### src/rtl/brp_gshare.sv
// brp_gshare: bimodal/gshare branch predictor with a speculative global history register,
//   restore on mispredict, a table-init sweep after reset, and saturating accuracy counters.
// Latency: predictions are combinational in the IF cycle. Table, GHR and counter updates
//   take effect at the next clock edge.
// Backpressure: stall_if blocks the speculative GHR shift. Updates are never refused; during
//   the init sweep, table updates are dropped.
// Ports:
//   clk, rst                      clock, synchronous active-low reset
//   pc_if, opcode_if, b_imm,      IF-stage instruction and its offsets
//   j_imm, stall_if
//   ready                         init sweep finished
//   pred_*                        same-cycle prediction, plus idx/ghr carried down the pipe
//   upd_*                         EX-stage resolution (carried idx/ghr, outcome, mispredict)
//   c_total, c_correct            saturating resolved / correctly predicted counts
module brp_gshare #(
  parameter int IDX_BITS  = 6,
  parameter int HIST_BITS = 6,
  parameter int CTR_BITS  = 2,
  parameter int MODE      = 1
) (
  input  logic                 clk,
  input  logic                 rst,
  input  logic [31:0]          pc_if,
  input  logic [6:0]           opcode_if,
  input  logic [31:0]          b_imm,
  input  logic [31:0]          j_imm,
  input  logic                 stall_if,
  output logic                 ready,
  output logic                 pred_valid,
  output logic                 pred_is_br,
  output logic                 pred_taken,
  output logic [31:0]          pred_target,
  output logic [31:0]          pred_alt,
  output logic [IDX_BITS-1:0]  pred_idx,
  output logic [HIST_BITS-1:0] pred_ghr,
  input  logic                 upd_valid,
  input  logic [IDX_BITS-1:0]  upd_idx,
  input  logic [HIST_BITS-1:0] upd_ghr,
  input  logic                 upd_taken,
  input  logic                 upd_mispredict,
  output logic [31:0]          c_total,
  output logic [31:0]          c_correct
);

  localparam int DEPTH = 1 << IDX_BITS;
  localparam logic [6:0] OP_BR  = 7'b1100011;
  localparam logic [6:0] OP_JAL = 7'b1101111;
  localparam logic [CTR_BITS-1:0] CTR_MAX = '1;
  // Weakly-not-taken: all ones below the MSB.
  localparam logic [CTR_BITS-1:0] CTR_WNT = CTR_MAX >> 1;

  typedef enum logic {S_INIT = 1'b0, S_RUN = 1'b1} state_t;

  state_t                state_q, state_d;
  logic [IDX_BITS-1:0]   sweep_q, sweep_d;
  logic [HIST_BITS-1:0]  ghr_q, ghr_d;
  logic [HIST_BITS-1:0]  ghr_shift, ghr_restore;
  logic [31:0]           c_total_q, c_total_d;
  logic [31:0]           c_correct_q, c_correct_d;
  logic [CTR_BITS-1:0]   tbl_q [DEPTH];

  logic                  run;
  logic                  is_br, is_jal;
  logic [IDX_BITS-1:0]   pc_idx, idx;
  logic [CTR_BITS-1:0]   rd_ctr;
  logic                  br_taken;
  logic [31:0]           pc_seq, br_tgt, jal_tgt;
  logic [CTR_BITS-1:0]   ctr_cur, ctr_upd;
  // The oldest carried history bit falls off the end on restore.
  logic                  unused_ghr_msb;

  assign unused_ghr_msb = upd_ghr[HIST_BITS-1];

  // ---------------- FSM: state register / next state / outputs ----------------
  always_ff @(posedge clk) begin
    if (!rst) state_q <= S_INIT;
    else      state_q <= state_d;
  end

  always_comb begin
    state_d = state_q;
    if (state_q == S_INIT && sweep_q == {IDX_BITS{1'b1}}) state_d = S_RUN;
  end

  always_comb begin
    run   = (state_q == S_RUN);
    ready = run;
  end

  // Sweep pointer wraps back to 0 as the last entry is written.
  always_comb begin
    sweep_d = sweep_q;
    if (state_q == S_INIT) sweep_d = sweep_q + IDX_BITS'(1);
  end

  // ---------------- Index and prediction ----------------
  assign pc_idx = pc_if[IDX_BITS+1:2];

  generate
    if (MODE == 1) begin : g_gshare
      logic [IDX_BITS-1:0] ghr_ext;
      assign ghr_ext = IDX_BITS'(ghr_q);
      assign idx     = pc_idx ^ ghr_ext;
    end else begin : g_bimodal
      assign idx = pc_idx;
    end
  endgenerate

  assign is_br    = (opcode_if == OP_BR);
  assign is_jal   = (opcode_if == OP_JAL);
  assign rd_ctr   = tbl_q[idx];
  // Table contents are not trusted until the sweep is done.
  assign br_taken = run & rd_ctr[CTR_BITS-1];
  assign pc_seq   = pc_if + 32'd4;
  assign br_tgt   = pc_if + b_imm;
  assign jal_tgt  = pc_if + j_imm;

  always_comb begin
    pred_valid  = 1'b0;
    pred_is_br  = 1'b0;
    pred_taken  = 1'b0;
    pred_target = 32'd0;
    pred_alt    = 32'd0;
    if (is_br) begin
      pred_valid  = 1'b1;
      pred_is_br  = 1'b1;
      pred_taken  = br_taken;
      pred_target = br_taken ? br_tgt : pc_seq;
      pred_alt    = br_taken ? pc_seq : br_tgt;
    end else if (is_jal) begin
      pred_valid  = 1'b1;
      pred_taken  = 1'b1;
      pred_target = jal_tgt;
      pred_alt    = pc_seq;
    end
  end

  assign pred_idx = idx;
  assign pred_ghr = ghr_q;

  // ---------------- Global history ----------------
  generate
    if (HIST_BITS == 1) begin : g_hist1
      assign ghr_shift   = br_taken;
      assign ghr_restore = upd_taken;
    end else begin : g_histn
      assign ghr_shift   = {ghr_q[HIST_BITS-2:0], br_taken};
      assign ghr_restore = {upd_ghr[HIST_BITS-2:0], upd_taken};
    end
  endgenerate

  // A mispredict rewinds to the history the branch saw plus its real outcome,
  // which supersedes whatever IF is speculating this cycle.
  always_comb begin
    ghr_d = ghr_q;
    if (run) begin
      if (upd_valid && upd_mispredict) ghr_d = ghr_restore;
      else if (is_br && !stall_if)     ghr_d = ghr_shift;
    end
  end

  // ---------------- Counter table ----------------
  always_comb begin
    ctr_cur = tbl_q[upd_idx];
    ctr_upd = ctr_cur;
    if (upd_taken) begin
      if (ctr_cur != CTR_MAX) ctr_upd = ctr_cur + CTR_BITS'(1);
    end else begin
      if (ctr_cur != '0) ctr_upd = ctr_cur - CTR_BITS'(1);
    end
  end

  // Reads see the pre-edge value; no write-to-read bypass.
  always_ff @(posedge clk) begin
    if (rst) begin
      if (!run)           tbl_q[sweep_q] <= CTR_WNT;
      else if (upd_valid) tbl_q[upd_idx] <= ctr_upd;
    end
  end

  // ---------------- Accuracy counters ----------------
  always_comb begin
    c_total_d   = c_total_q;
    c_correct_d = c_correct_q;
    if (upd_valid) begin
      if (c_total_q != 32'hFFFF_FFFF) c_total_d = c_total_q + 32'd1;
      if (!upd_mispredict && c_correct_q != 32'hFFFF_FFFF) c_correct_d = c_correct_q + 32'd1;
    end
  end

  assign c_total   = c_total_q;
  assign c_correct = c_correct_q;

  always_ff @(posedge clk) begin
    if (!rst) begin
      sweep_q     <= '0;
      ghr_q       <= '0;
      c_total_q   <= 32'd0;
      c_correct_q <= 32'd0;
    end else begin
      sweep_q     <= sweep_d;
      ghr_q       <= ghr_d;
      c_total_q   <= c_total_d;
      c_correct_q <= c_correct_d;
    end
  end

endmodule
### config.mk
export PLATFORM = sky130hd
export DESIGN_NAME = brp_gshare
export DESIGN_NICKNAME = d
export VERILOG_FILES = /design/src/rtl/brp_gshare.sv
export SDC_FILE = /design/constraint.sdc
export NUM_CORES = 1
export LEC_CHECK = 0
export CELL_PAD_IN_SITES_DETAIL_PLACEMENT = 1
export CELL_PAD_IN_SITES_GLOBAL_PLACEMENT = 2
export CORE_UTILIZATION = 44
export DETAILED_ROUTE_END_ITERATION = 10
export DONT_BUFFER_PORTS = 1
export PLACE_DENSITY = 0.92
export SLEW_MARGIN = 25
export SYNTH_ARGS = -nofsm -noshare
export SYNTH_HDL_FRONTEND = slang
export SYNTH_SLANG_ARGS = --single-unit
### constraint.sdc
create_clock -name clk -period 11 [get_ports clk]
set_clock_uncertainty 0.05 [all_clocks]
set_input_delay 2.2 -clock clk [delete_from_list [all_inputs] [get_ports clk]]
set_output_delay 2.2 -clock clk [all_outputs]
set_load 0.1 [all_outputs]
Fig. 1: run 1, wiring by layer
Drawn at 2 px/µm.
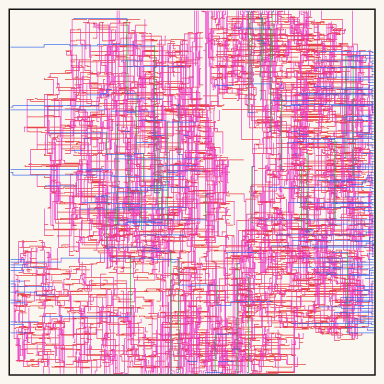
M1 -> red  # wire length 18400 µm
M2 -> magenta  # wire length 23.3 mm
M3 -> blue  # wire length 3000 µm
M4 -> green  # wire length 1270 µm

Fig. 2: run 1, clock wiring as the flow saved it
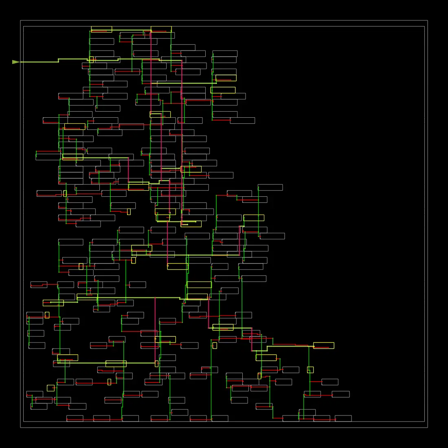
number of buffers added by the clock tree synthesis step: 22
clock buffer instance count of the final layout: 24
clock latency at the later pin of the worst-skew pair: 0.52 ns
flop count: 205
TritonCTS sink count: 205

Fig. 3: run 1, metal 4
Drawn at 3 px/µm. Supply wires on this layer in grey. Cells faint in the background.
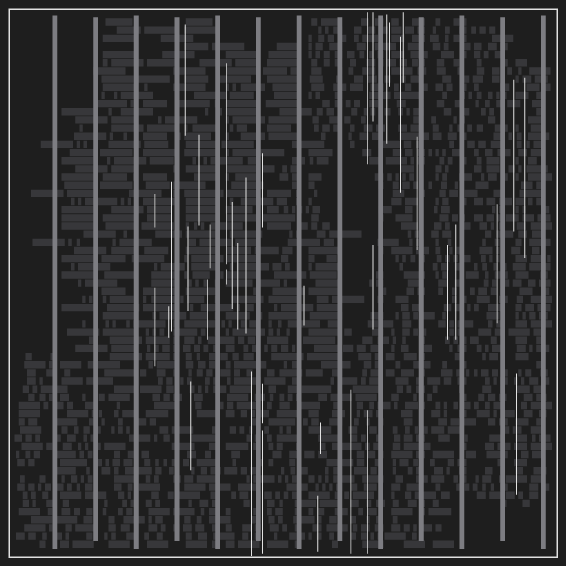
share of all routed wire = 2.8%
main direction = vertical

Fig. 4: run 1, local utilization
Drawn at 2 px/µm. The die is cut into 18 by 18 equal tiles; white is low, dark blue is high, 0 to 100% covered.
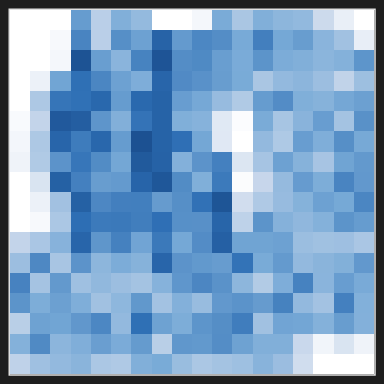
nearly empty tiles = 6.5%
densest ninth of the die = centre
fullest tile = 87%
mean over tiles = 47%
tiles over 75% full = 7.7%

==> out/qor.rpt, run 1 <==
SYNTH
---------------------------------------------------------------------------------
Synth Net Count                                                              1644
Synthesized-area fraction occupied by xor and xnor cells                    8.32%
Number of distinct library cells after synthesis                               71
EDFF count, synth                                                             128
Share of synthesized cell area in and-or and or-and compound cells          15.3%
Synthesized instance count                                                   1455

FINAL LAYOUT
---------------------------------------------------------------------------------
Antenna diode count                                                             0
Non-clock buffer instance count of the final layout                            35
Post-route cell area                                                   0.0162 mm²
Tally of filler cells in the layout                                          3482
Biggest area consumer among cell classes                              logic gates
Register share of the cell area                                             33.4%
Commonest cells after routing, fill and taps aside                   135 x nor2_1, 128 x edfxtp_1, 118 x nand2_1
Largest register FFs                                                          128

HOLD PATH
---------------------------------------------------------------------------------
Instance count along the most critical hold path                                2
Source of the worst hold timing path                                   sweep_q[5]

POWER AND IR DROP
---------------------------------------------------------------------------------
P_comb                                                                     344 µW
Power group with the largest share                                   sequential cells
Internal power contribution                                               1350 µW

STA
---------------------------------------------------------------------------------
Worst slew margin                                                           25.2%

PLACEMENT
---------------------------------------------------------------------------------
Count of input and output buffers                                               0

FLOORPLAN
---------------------------------------------------------------------------------
TAP cells                                                                     402
Die y size                                                                 182 µm

STATUS
---------------------------------------------------------------------------------
Status                                                               finished clean

SETUP PATH
---------------------------------------------------------------------------------
Capture point of the worst path                                      pred_alt[23]
Worst path cell trace                                                xnor2_2 > inv_2 > mux4_1 > mux2i_1 > o22ai_1 > nor4_2 > nor2_4 > inv_2 > nand2_1 > buf_4 > o32ai_4

run 1: cells in the mapped netlist, types with 25 or more instances:
master,n,area share [%]
nor2_1,136,3.6
edfxtp_1,128,27
nand2_1,119,3.1
dfxtp_1,77,11
xnor2_1,73,4.5
o21ai_0,68,2.4
nand3_1,67,2.3
ha_1,66,5.8
xor2_1,59,3.6
a21oi_1,52,1.8
and2_1,52,2.3
mux4_2,52,8.2
o22ai_1,50,2.2
inv_1,36,0.95
clkbuf_1,35,0.92
nor3_1,35,1.2
a21o_1,32,1.7
nand4_1,26,1.1
or3_1,25,1.1
run 1: metal layers:
metal	global-route usage, %	vias up	wire (µm)
li1	-	5486	-
met1	32.4	5889	18400
met2	50.0	343	23300
met3	5.89	81	3000
met4	7.93	0	1270
met5	0	-	0
Fig. 5: run 1, sequential cells coloured by netlist name
Drawn at 2 px/µm.
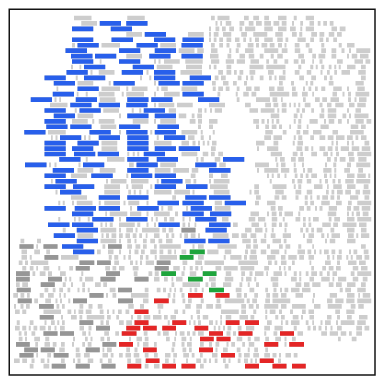

--- run 2 (diff from run 1) ---
Settings changed: CORE_UTILIZATION 44 to 37, PLACE_DENSITY 0.92 to 0.83.
Clock period 11 ns to 7.6 ns, I/O delays scaled along.
Fig. 6: run 2, sequential cells coloured by netlist name
Drawn at 2 px/µm.
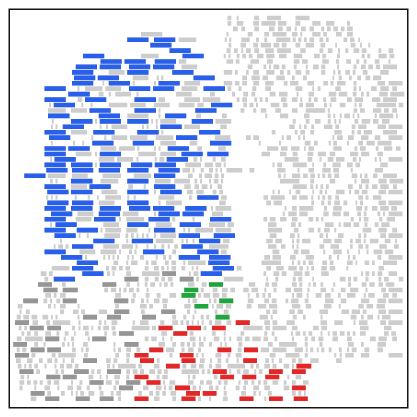
`c_total` -> red  # placed flops 32, where bottom centre
`pred_ghr` -> green  # placed flops 6, where bottom centre
`tbl_q` -> blue  # placed flops 128
not coloured = 39

==> run 2 against run 1 <==
Effect of this change:
- die size is 19% higher
- routed wire length is 5.0% higher
- synthesized cell count stayed put
- first-iteration DRC count is 11% lower
- worst hold slack worse by 0.017 ns
- highest routed layer is now met5
==> out/qor.rpt, run 2 <==
STATUS
---------------------------------------------------------------------------------
Status                                                               finished clean   unchanged

CLOCK NETWORK
---------------------------------------------------------------------------------
Clock latency at the later pin of the worst-skew pair                     0.52 ns   about the same
Number of buffers added by the clock tree synthesis step                       24   was 22
Clock slew seen by the registers of the worst setup and hold paths        0.06 ns   about the same
TritonCTS sink count                                                          205   unchanged

SYNTH
---------------------------------------------------------------------------------
Number of distinct library cells after synthesis                               71   unchanged
Synthesized instance count                                                   1455   unchanged
Most frequent cells after synthesis                                  136 x nor2_1, 128 x edfxtp_1, 119 x nand2_1   unchanged
EDFF count, synth                                                             128   unchanged
Mean instance size in the synthesized netlist                            9.82 µm²   unchanged
Synthesized-area fraction occupied by xor and xnor cells                    8.32%   unchanged
Cell type contributing the most total cell area after synthesis          edfxtp_1   unchanged
Main area contributors                                               edfxtp_1 27%, dfxtp_1 11%, mux4_2 8.2%, ha_1 5.8%, xnor2_1 4.5%   unchanged
Synth Net Count                                                              1644   unchanged
Share of synthesized cell area in and-or and or-and compound cells          15.3%   unchanged

POWER AND IR DROP
---------------------------------------------------------------------------------
Internal power contribution                                               2040 µW   was 1350 µW
Max rail drop VDD                                                        0.155 mV   was 0.0930 mV
Power group with the largest share                                   sequential cells   unchanged

FINAL LAYOUT
---------------------------------------------------------------------------------
Post-route cell area                                                   0.0171 mm²   was 0.0162 mm²
Register share of the cell area                                             31.6%   was 33.4%
Clock buffer instance count of the final layout                                27   was 24
Non-clock buffer instance count of the final layout                            89   was 35
Biggest area consumer among cell classes                              logic gates   unchanged
Commonest cells after routing, fill and taps aside                   135 x nor2_1, 128 x edfxtp_1, 118 x nand2_1   unchanged
Flop count                                                                    205   unchanged
Fraction of layout cells with a size suffix above 1                         18.8%   was 16.1%

FLOW RUN
---------------------------------------------------------------------------------
Max-cap violations                                                              0   unchanged

FLOORPLAN
---------------------------------------------------------------------------------
Die y size                                                                 198 µm   was 182 µm
TAP cells                                                                     511   was 402

STA
---------------------------------------------------------------------------------
Worst slew margin                                                           26.3%   was 25.2%

PLACEMENT
---------------------------------------------------------------------------------
Count of input and output buffers                                               0   unchanged

SETUP PATH
---------------------------------------------------------------------------------
Number of cells on the critical path                                           12   was 11
Capture point of the worst path                                      pred_alt[15]   was pred_alt[23]
Worst path cell trace                                                xnor2_2 > inv_2 > mux4_1 > mux2i_1 > o22ai_1 > nor4_2 > nor2_4 > inv_2 > nand2_1 > buf_4 > o22ai_2 > buf_12   was xnor2_2 > inv_2 > mux4_1 > mux2i_1 > o22ai_1 > nor4_2 > nor2_4 > inv_2 > nand2_1 > buf_4 > o32ai_4

ROUTE
---------------------------------------------------------------------------------
Post-detailed-route DRC marker count                                            0   unchanged
Post-DRT Antenna Nets                                                           0   unchanged

HOLD PATH
---------------------------------------------------------------------------------
Source of the worst hold timing path                                   sweep_q[5]   unchanged
Hold Crit Class                                                           reg2reg   unchanged

[run 2: cell types whose count changed in the layout (fill, tap and decap cells not counted), sizes merged]
cell / change
buf: +54
clkbuf: +3
clkinv: +3
inv: +2
clkinvlp: -1
diode: +1
[run 2: metrics by stage]
stage | hold WS, ns | std cells | util [%] | worst slack (ns)
2_1_floorplan | 0.440 | 1455 | - | 0.189
3_3_place_gp | 0.467 | 2003 | 42.9 | 0.519
3_5_place_dp | 0.487 | 2003 | 42.9 | 0.481
4_1_cts | 0.498 | 2047 | 45.0 | 0.482
5_1_grt | 0.573 | 2049 | 45.1 | 0.661
6_report | 0.493 | 2049 | 45.1 | 0.846
[run 2: layer usage]
layer	GRT usage, %	part of all wire (%)
met4	7.66	3.0
met5	0	0.019
met1	28.2	40
met3	4.14	6.0
met2	44.4	51
Fig. 7: run 2, metal 4
Drawn at 3 px/µm. Supply wires on this layer in grey. Cells faint in the background.
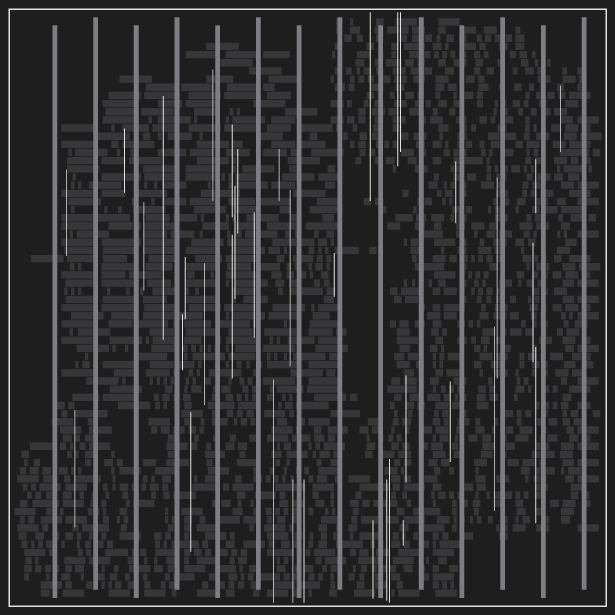

--- run 3 (diff from run 2) ---
Settings changed: PLACE_DENSITY 0.83 to 0.82, SKIP_CTS_REPAIR_TIMING set to 1.
Fig. 8: run 3, metal 4
Drawn at 3 px/µm. Supply wires on this layer in grey. Cells faint in the background.
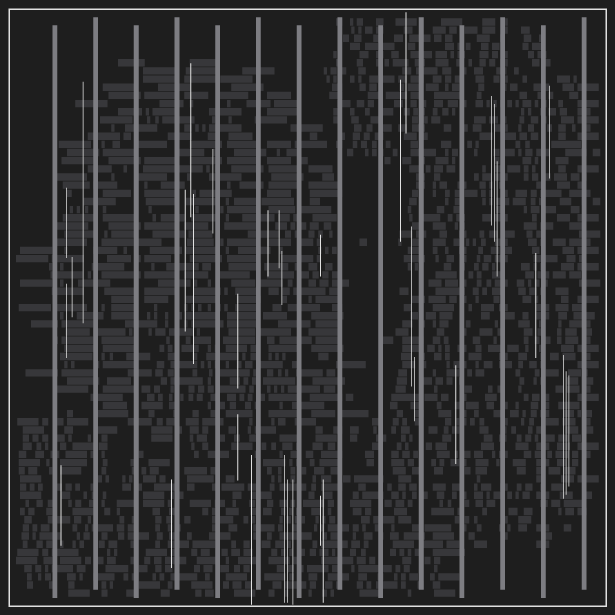
nets with wire on the layer = 28
wire length on this layer = 1270 µm

==> run 3 against run 2 <==
Effect of this change:
- clock power is 7% higher
- die size stayed put
- via count is 0.77% higher
- non-clock buffer count is 1 higher
- flip-flop count stayed put
- synthesized area stayed put
- synthesized cell count stayed put
- cell count is 0.15% lower
- routed wire length is 1.0% higher
- utilization is 0.12 points higher
- power is 3.0% higher
- global-route usage is 0.47 points higher
- largest cell class unchanged
==> out/qor.rpt, run 3 <==
STATUS
------------------------------------------------------------------------------
Status                                                            finished clean   unchanged

STA
------------------------------------------------------------------------------
Final worst hold slack                                                0.510 ns   was 0.493 ns
Worst slew margin                                                        25.7%   was 26.3%

SETUP PATH
------------------------------------------------------------------------------
Worst path cell trace                                             xnor2_2 > inv_2 > mux4_1 > mux2i_1 > o22ai_1 > nor4_2 > nor2_4 > buf_16 > a21oi_4 > buf_4 > o22ai_2 > buf_12   was xnor2_2 > inv_2 > mux4_1 > mux2i_1 > o22ai_1 > nor4_2 > nor2_4 > inv_2 > nand2_1 > buf_4 > o22ai_2 > buf_12
Capture point of the worst path                                    pred_alt[5]   was pred_alt[15]

SYNTH
------------------------------------------------------------------------------
Most frequent cells after synthesis                               136 x nor2_1, 128 x edfxtp_1, 119 x nand2_1   unchanged
Number of distinct library cells after synthesis                            71   unchanged
Cell type contributing the most total cell area after synthesis       edfxtp_1   unchanged
EDFF count, synth                                                          128   unchanged

CLOCK NETWORK
------------------------------------------------------------------------------
Number of buffers added by the clock tree synthesis step                    23   was 24

HOLD PATH
------------------------------------------------------------------------------
Source of the worst hold timing path                                sweep_q[5]   unchanged
Hold Crit Class                                                        reg2reg   unchanged

POWER AND IR DROP
------------------------------------------------------------------------------
P_comb                                                                  491 µW   was 486 µW
Power group with the largest share                                the clock network   was sequential cells
Internal power contribution                                            2120 µW   was 2040 µW

ROUTE
------------------------------------------------------------------------------
Post-DRT Antenna Nets                                                        0   unchanged

PLACEMENT
------------------------------------------------------------------------------
Placement-stage worst setup slack                                     0.646 ns   was 0.481 ns
Cell count after placement                                                2004   was 2003

FINAL LAYOUT
------------------------------------------------------------------------------
Fraction of layout cells with a size suffix above 1                      18.6%   was 18.8%
Post-Route Utilization                                                   45.2%   was 45.1%
Antenna diode count                                                          0   was 1

-- run 3: cell counts after synthesis --
No cell type changed its count.
-- run 3: layout make-up --
type                       count  area, µm²  share of cell area [%]
multi-input combinational   1159       8960                    52.4
sequential                   205       5400                    31.5
timing repair buffer          90       1150                    6.70
tap                          511        639                    3.74
clock buffer                  24        579                    3.39
clock inverter                17        238                    1.39
inverter                      40        153                   0.892
-- run 3: cells by family after synthesis --
group | synth area share, %
AOI/OAI and AO/OA | 15.3
xor gates and xnor gates | 8.32
adders and majority gates | 6.06
buffers and inverters | 2.72
DFF | 37.7
muxes | 11.8
and+or+nand+nor | 18.1
-- run 3: metal layers --
metal  track usage [%]  up-vias  wire, µm
met3              4.41       77      2940
met4              7.35        0      1270
met2              45.3      303     25000
li1                  -     5604         -
met1              28.8     6118     19600
met5                 0        -         0
Power and IR drop assume default switching activity.
